[src/rtl/mem_port_arbiter.sv]
// -----------------------------------------------------------------------------
// mem_port_arbiter
//   Round-robin arbiter and sequencer sharing one 32-bit memory port between
//   an instruction-fetch requester (port 0) and a load/store requester
//   (port 1). A granted request is latched, driven to memory for MEM_LAT
//   cycles, and completed with a one-cycle rvalid pulse to its owner.
//
// Ports
//   clock, reset          : rising-edge clock, asynchronous active-high reset
//   req/addr/we/wdata 0,1 : per-port request and its fields
//   gnt0, gnt1            : one-cycle grant pulses (fields captured that edge)
//   rvalid0, rvalid1      : one-cycle completion pulses (reads and writes)
//   rdata                 : shared read data, qualified by rvalid0/rvalid1
//   mem_en/we/addr/wdata  : registered memory command
//   mem_rdata             : memory read data, valid in the last ACCESS cycle
//   mem_sel               : owner of the current or most recent transaction
//   busy                  : high while an access is in progress
// -----------------------------------------------------------------------------
module mem_port_arbiter #(
  parameter int MEM_LAT = 1
) (
  input  logic        clock,
  input  logic        reset,
  input  logic        req0,
  input  logic        req1,
  input  logic [31:0] addr0,
  input  logic [31:0] addr1,
  input  logic        we0,
  input  logic        we1,
  input  logic [31:0] wdata0,
  input  logic [31:0] wdata1,
  output logic        gnt0,
  output logic        gnt1,
  output logic        rvalid0,
  output logic        rvalid1,
  output logic [31:0] rdata,
  output logic        mem_en,
  output logic        mem_we,
  output logic [31:0] mem_addr,
  output logic [31:0] mem_wdata,
  input  logic [31:0] mem_rdata,
  output logic        mem_sel,
  output logic        busy
);

  localparam logic [0:0] ST_IDLE   = 1'b0;
  localparam logic [0:0] ST_ACCESS = 1'b1;

  // Countdown start: the grant cycle is itself the first ACCESS cycle.
  localparam logic [3:0] CNT_INIT = 4'(MEM_LAT - 1);

  logic [0:0]  state_q, state_d;
  logic [3:0]  cnt_q, cnt_d;
  logic        last_q, last_d;
  logic        mem_sel_q, mem_sel_d;
  logic [31:0] mem_addr_q, mem_addr_d;
  logic        mem_we_q, mem_we_d;
  logic [31:0] mem_wdata_q, mem_wdata_d;
  logic        mem_en_q, mem_en_d;
  logic        busy_q, busy_d;
  logic        gnt0_q, gnt0_d;
  logic        gnt1_q, gnt1_d;
  logic        rvalid0_q, rvalid0_d;
  logic        rvalid1_q, rvalid1_d;
  logic [31:0] rdata_q, rdata_d;
  logic        winner_s;

  // Next-state logic: arbitration in IDLE, countdown and completion in ACCESS.
  always_comb begin
    state_d     = state_q;
    cnt_d       = cnt_q;
    last_d      = last_q;
    mem_sel_d   = mem_sel_q;
    mem_addr_d  = mem_addr_q;
    mem_we_d    = mem_we_q;
    mem_wdata_d = mem_wdata_q;
    mem_en_d    = mem_en_q;
    busy_d      = busy_q;
    gnt0_d      = 1'b0;
    gnt1_d      = 1'b0;
    rvalid0_d   = 1'b0;
    rvalid1_d   = 1'b0;
    rdata_d     = rdata_q;
    winner_s    = 1'b0;

    case (state_q)
      ST_IDLE: begin
        if (req0 || req1) begin
          // On a tie the port that did not win last time goes next.
          if (req0 && req1) begin
            winner_s = ~last_q;
          end else begin
            winner_s = req1;
          end
          mem_sel_d = winner_s;
          last_d    = winner_s;
          if (winner_s) begin
            mem_addr_d  = addr1;
            mem_we_d    = we1;
            mem_wdata_d = wdata1;
            gnt1_d      = 1'b1;
          end else begin
            mem_addr_d  = addr0;
            mem_we_d    = we0;
            mem_wdata_d = wdata0;
            gnt0_d      = 1'b1;
          end
          cnt_d    = CNT_INIT;
          mem_en_d = 1'b1;
          busy_d   = 1'b1;
          state_d  = ST_ACCESS;
        end else begin
          mem_en_d = 1'b0;
          busy_d   = 1'b0;
          state_d  = ST_IDLE;
        end
      end
      ST_ACCESS: begin
        if (cnt_q != 4'd0) begin
          cnt_d = cnt_q - 4'd1;
        end else begin
          // Writes acknowledge without disturbing the last read result.
          if (!mem_we_q) begin
            rdata_d = mem_rdata;
          end else begin
            rdata_d = rdata_q;
          end
          if (mem_sel_q) begin
            rvalid1_d = 1'b1;
          end else begin
            rvalid0_d = 1'b1;
          end
          mem_en_d = 1'b0;
          mem_we_d = 1'b0;
          busy_d   = 1'b0;
          state_d  = ST_IDLE;
        end
      end
      default: begin
        mem_en_d = 1'b0;
        mem_we_d = 1'b0;
        busy_d   = 1'b0;
        state_d  = ST_IDLE;
      end
    endcase
  end

  // State and output registers; reset drops any in-flight transaction.
  always_ff @(posedge clock or posedge reset) begin
    if (reset) begin
      state_q     <= ST_IDLE;
      cnt_q       <= 4'd0;
      last_q      <= 1'b1;
      mem_sel_q   <= 1'b0;
      mem_addr_q  <= 32'd0;
      mem_we_q    <= 1'b0;
      mem_wdata_q <= 32'd0;
      mem_en_q    <= 1'b0;
      busy_q      <= 1'b0;
      gnt0_q      <= 1'b0;
      gnt1_q      <= 1'b0;
      rvalid0_q   <= 1'b0;
      rvalid1_q   <= 1'b0;
      rdata_q     <= 32'd0;
    end else begin
      state_q     <= state_d;
      cnt_q       <= cnt_d;
      last_q      <= last_d;
      mem_sel_q   <= mem_sel_d;
      mem_addr_q  <= mem_addr_d;
      mem_we_q    <= mem_we_d;
      mem_wdata_q <= mem_wdata_d;
      mem_en_q    <= mem_en_d;
      busy_q      <= busy_d;
      gnt0_q      <= gnt0_d;
      gnt1_q      <= gnt1_d;
      rvalid0_q   <= rvalid0_d;
      rvalid1_q   <= rvalid1_d;
      rdata_q     <= rdata_d;
    end
  end

  assign gnt0      = gnt0_q;
  assign gnt1      = gnt1_q;
  assign rvalid0   = rvalid0_q;
  assign rvalid1   = rvalid1_q;
  assign rdata     = rdata_q;
  assign mem_en    = mem_en_q;
  assign mem_we    = mem_we_q;
  assign mem_addr  = mem_addr_q;
  assign mem_wdata = mem_wdata_q;
  assign mem_sel   = mem_sel_q;
  assign busy      = busy_q;

endmodule

[config.mk]
export PLATFORM = sky130hd
export DESIGN_NAME = mem_port_arbiter
export DESIGN_NICKNAME = d
export VERILOG_FILES = /design/src/rtl/mem_port_arbiter.sv
export SDC_FILE = /design/constraint.sdc
export NUM_CORES = 1
export LEC_CHECK = 0
export CAP_MARGIN = 0
export CORE_MARGIN = 2
export CORE_UTILIZATION = 40
export DETAILED_ROUTE_END_ITERATION = 8
export DONT_BUFFER_PORTS = 1
export PLACE_DENSITY = 0.5
export SYNTH_ARGS = -nofsm -noshare
export SYNTH_HDL_FRONTEND = slang
export SYNTH_SLANG_ARGS = --single-unit
[constraint.sdc]
create_clock -name clock -period 9.4 [get_ports clock]
set_input_delay 1.88 -clock clock [delete_from_list [all_inputs] [get_ports clock]]
set_output_delay 1.88 -clock clock [all_outputs]
set_load 0.01 [all_outputs]
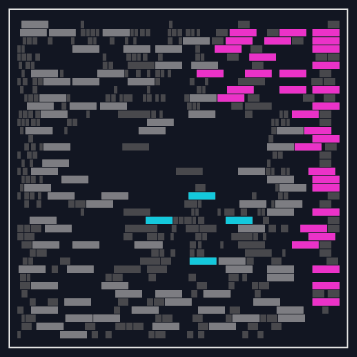
run_1/flops_by_reg.png
Drawn at 3 px/um. Other sequential cells in the stronger gray, the rest of the logic in the fainter gray.
| color | netlist name | sequential cells |
|---|---|---|
| magenta | `rdata` | 32 |
| cyan | `cnt_q` | 4 |
Seq/total area: 54.4%
power attributed to sequential cells: 0.716 mW
register cell area after layout: 2730 um^2
share of the core filled with cells: 44.0%

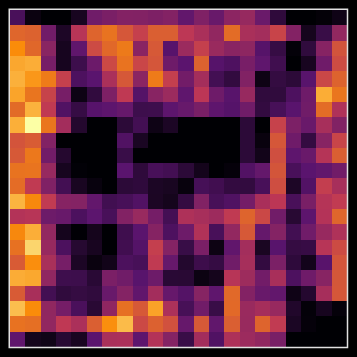
run_1/metal_density.png
Drawn at 3 px/um. The die is cut into 22 by 22 equal tiles; black is low, pale yellow is high, scaled to the fullest tile. Values are wire area over tile area, all layers added.
fullest tile: 0.48
tiles over half the peak: 22%
emptiest ninth of the die: middle
mean over tiles: 0.15
densest ninth of the die: top left
nearly empty tiles: 11%
routed vias: 3200
overall fraction of global-route tracks in use: 18.5%

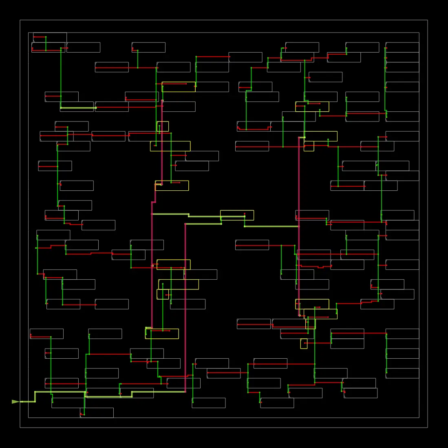
run_1/clocks.png
clock group total power: 0.409 mW
CTS sink cnt: 109
setup skew after layout: 0.00800 ns

==> summary.txt, run 1 <==
Flow results follow.

The post-route report lists met1 wire length as 4590 um. The share of synthesized cell area in and-or and or-and compound cells is 15.7%. Per the run report, area growth between synthesis and finish was 7.04%. Leaving out fill and tap cells, the most frequent cells in the layout are dfrtp_1, a21oi_1, nand2_1. The violation tally recorded at the end of detailed-routing iteration 0 is 153. The post-route cell area is 5020 um^2. The switching power share of the total is 31.4%. RePlAce ended its routability-driven mode at a weighted congestion of 0.735.

The floorplan core density is 41.1%. The synthesized area per cell is 11.2 um^2. The combinational share of cell area is 34.4%. The total negative setup slack is 0 ns. The clock latency on the worst-skew pair is 0.34 ns. The combinational cell power is 0.204 mW. For flop-to-flop paths, the worst setup slack is 7.34 ns. The timing report gives the clock slew at the launch and capture registers of the worst setup and hold paths as 0.07 ns. The script parses the final routing iteration and logs DRC violations as 0. The first detailed-routing pass ran for 6 iterations. The finished layout holds 549 standard cells, fillers aside. The top achievable clock speed is 0.335 GHz. The post-place setup slack is 6.05 ns.

The report counts max-capacitance violations totalling 0. During tapcell insertion the tool placed 143 well taps. The most instantiated logic cell after routing is dfrtp_1. Looking at the cell usage after synthesis, the top flip-flop cell is dfrtp_1. The via count of the first global-routing pass is 3396. The initial antenna violation count is 0.

Using the TritonRoute via totals, the vias-per-cell ratio works out to 5.83. Of the total power, combinational logic draws 15.3%. Per the placement log, port buffering inserted 0 buffers.

The largest net degree at the start of global routing is 80. Among all stages on the critical path, the maximum delay recorded is 0.84 ns. OpenROAD reports that the post-layout worst path occupies 31.7% of the period. Checking max transition, the worst relative margin is 26.3%. The count of sequential standard cells is 109. The post-detailed-placement half-perimeter wirelength is 8010 um. The met2 capacity usage during global routing is 31.4%. The routed wire length per instance is 21.2 um.

The flow ran to the end, and the final reports show no timing, DRC or antenna violations. The fraction of synthesized area in multiplexers is 8.11%. Per Yosys stat, the portion of area used by sequential elements is 58.2%. The tightest hold margin is 0.513 ns. The floorplan report gives the top-level pin count as 270.

The final-layout non-clock buffer area share is 0.748%. The sum of met2 wire segment lengths after detailed routing is 5850 um. For this run, the number of Yosys warnings is 0. For this run, the script counts the antenna cells in the layout as 0. The dominant non-sequential cell family after synthesis is AND-OR/OR-AND gates.

The end point of the most critical hold path is cnt_q[2]. The synthesized netlist cell count is 418. In the final report, the number of pins over their slew limit comes to 0. The OpenROAD report gives the critical path a required time of 9.62 ns. The final hold violation count is 0. The power density over the cells is 265 nW/um^2. The routed wire length on met3 is 995 um. The global routing usage on met1 is 22.5%.

The worst path arrival time is 3.21 ns. The start point of the worst hold path is cnt_q[2]. The class of the tightest hold or removal check is reg2reg. The clock root buffer is clkbuf_16.

Looking at the post-CTS report, the setup buffer insertion count equals 0. Per the synthesis report, the XOR/XNOR share of the synthesized area is 0%. The post-synthesis simple-gate area fraction is 12.1%. The cell count of the worst reg-to-reg path is 4. The count of nets left with antenna violations once routing finished came out at 0. Across all stage logs, warnings added up to 27. After filler insertion, the fill cell instance count of the layout stands at 1084. The combinational gate count is 270. The total core area is 11400 um^2. The first global-routing pass estimated 18400 um of wire.

TritonCTS built the clock tree.
run 1: Yosys cell counts, types with 2 or more instances:
| cell | n | area share (%) |
|---|---|---|
| a21oi_1 | 75 | 8.0 |
| buf_4 | 10 | 1.6 |
| nand2_1 | 41 | 3.3 |
| and3_1 | 28 | 3.7 |
| mux2i_1 | 2 | 0.43 |
| inv_1 | 6 | 0.48 |
| ha_1 | 2 | 0.53 |
| clkbuf_1 | 5 | 0.40 |
| a221o_1 | 28 | 6.0 |
| nand3_1 | 3 | 0.32 |
| mux2_2 | 32 | 7.7 |
| buf_6 | 7 | 1.7 |
| nor2_1 | 40 | 3.2 |
| buf_2 | 9 | 0.96 |
| dfrtp_1 | 108 | 58 |
| o21ai_0 | 4 | 0.43 |
run_1/layer_met3.png
Drawn at 4 px/um.
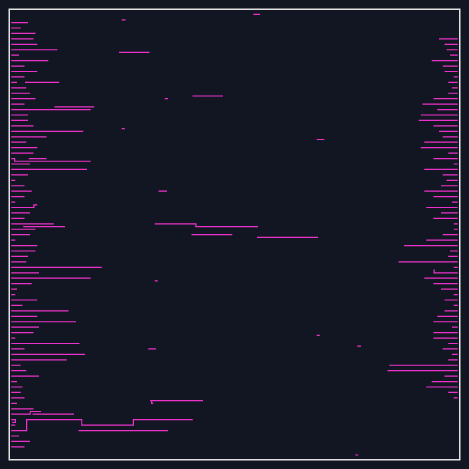

==> inputs of run 2 (changes only) <==
--- a/config.mk
+++ b/config.mk
@@ -10,7 +10,7 @@
 export CORE_UTILIZATION = 40
 export DETAILED_ROUTE_END_ITERATION = 8
 export DONT_BUFFER_PORTS = 1
-export PLACE_DENSITY = 0.5
+export PLACE_DENSITY = 0.52
 export SYNTH_ARGS = -nofsm -noshare
 export SYNTH_HDL_FRONTEND = slang
 export SYNTH_SLANG_ARGS = --single-unit
==> constraint.sdc (replaced) <==
create_clock -name clock -period 2.63 [get_ports clock]
set_input_delay 0.526 -clock clock [delete_from_list [all_inputs] [get_ports clock]]
set_output_delay 0.526 -clock clock [all_outputs]
set_load 0.01 [all_outputs]
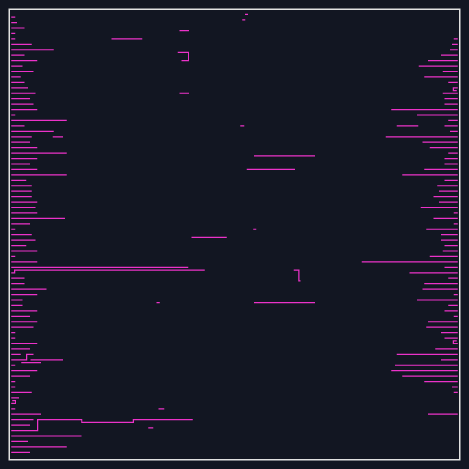
run_2/layer_met3.png
Drawn at 4 px/um.
wire length on this layer: 1020 um
main direction: horizontal
longest straight run: 47.4 um
share of all routed wire: 8.7%
nets with wire on the layer: 158
global-route track usage on met3: 6.05%
WL final: 11700 um
routed vias: 3288

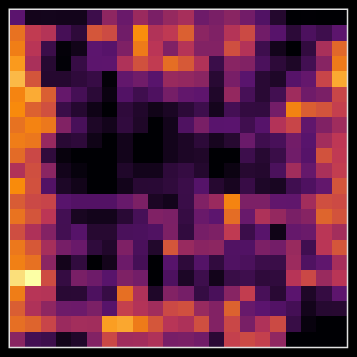
run_2/metal_density.png
Drawn at 3 px/um. The die is cut into 22 by 22 equal tiles; black is low, pale yellow is high, scaled to the fullest tile. Values are wire area over tile area, all layers added.
emptiest ninth of the die: middle
nearly empty tiles: 7.0%
tiles over half the peak: 19%
post-DR wirelength/cell: 21.2 um
overall fraction of global-route tracks in use: 18.4%

==> summary.txt, run 2 <==
Flow results follow.

The number of nets with antenna violations after detailed routing is 0 (unchanged). The flip-flop and latch share of the layout cell area is 53.8% (-0.52 points). The sum of routed wire segments on met1 was 4700 um (+2.4%). The top-level port count came to 270 (unchanged). The combinational group share of total power was 16.1% (+0.8 points).

The final max-slew violation count is 0 (unchanged). The combinational gate count is 270 (unchanged). The number of detailed-routing iterations run before antenna repair is 4 (-2). The total core area came to 11400 um^2 (unchanged).

TritonCTS built the clock tree. The post-place setup slack is 0.655 ns (-5.39 ns). The quantity of I/O buffers inserted on ports is 0 (unchanged). The total area of sequential cells is 2730 um^2 (unchanged).

The number of logged tool warnings is 27 (unchanged). The setup fix buffers added after clock tree synthesis was 0 (unchanged). Ranking logic cells in the layout by count gives the top entries dfrtp_1, a21oi_1, nand2_1.

The worst path arrival time came to 2.23 ns (-0.98 ns). The routed wire length on met3 is 1020 um (+2.1%). The number of warning messages in the yosys log came to 0 (unchanged).

The most instantiated logic cell after routing is dfrtp_1. The total negative setup slack is 0 ns (unchanged). The area growth from synthesis to final layout is 8.08%.

The number of inserted filler cells in the final layout is 1082 (-0.18%). The number of DRC markers in iteration 0 was 132 (-14%). The sum of met2 wire segment lengths after detailed routing was 5810 um (-0.58%). The clock-pin slew of the registers on the worst-case setup and hold paths is 0.07 ns (about the same). The endpoint required time on the critical path is 2.89 ns (-6.73 ns). The cell type with the largest total area after synthesis is dfrtp_1.

The count of non-filler cells in the finished layout is 554 (+0.91%). The count of max-cap constraint violations came to 0 (unchanged). The DRC violation count after routing is 0 (unchanged). The post-route cell area came to 5070 um^2 (+0.97%). The area fraction of the dominant cell type after synthesis is 57.6% (unchanged). The final hold violation count is 0 (unchanged). The count of sequential standard cells was 109 (unchanged). The global-route wire length before repair came to 18000 um (-2.2%). The clock sink count is 109 (unchanged). The via count of the first global-routing pass is 3305 (-2.7%). The sequential fraction of the synthesis area is 58.2% (unchanged). Post-route period utilization is reported as 74.9%.

The worst-case clock skew is 0.00832 ns (+0.000326 ns). Yosys reports that the most numerous cell types are dfrtp_1, a21oi_1, nand2_1. The switching power share of the total is 31.7% (+0.30 points).

The utilization after layout came to 44.4% (+0.43 points). The flow ran to the end, and the final reports show no timing, DRC or antenna violations. The global routing usage on met1 is 23.0% (+0.49 points). The count of antenna diodes in the layout is 1 (+1). The post-detailed-placement half-perimeter wirelength came to 8320 um (+3.9%). Yosys attributes the largest share of cell area to dfrtp_1, a21oi_1, mux2_2, a221o_1, and3_1. The post-detailed-route via-to-cell ratio was 5.94 (+1.8%). The count of inserted tapcells is 143 (unchanged).
## run 2: cell counts after synthesis
No cell type changed its count.
## run 2: worst paths after layout
check	end	slack [ns]	cells after the start
worst min register to register	cnt_q[0]	0.50	1
worst min-delay path	mem_wdata[14]	0.01	1
worst max-delay path	mem_addr[8]	0.66	5
min in group clock	last_q	0.26	1
worst max register to register	mem_addr[8]	0.66	5
max in group asynchronous	mem_addr[20]	1.83	2
## run 2: cell families after synthesis
kind of cell,share of synthesized area [%]
AND/OR/NAND/NOR,12.1
flip-flops,58.2
multiplexers,8.11
buffers and inverters,5.31
AND-OR/OR-AND,15.7
adder cells (fa/ha/maj),0.534
## run 2: worst max-delay path, stage by stage, from the launching register on
cell	delay [ns]
dfrtp_1	0.54
o21ba_2	0.67
buf_12	0.25
buf_4	0.20
nor2_1	0.05
a21oi_1	0.14
Power is estimated from default activity; no workload was simulated.
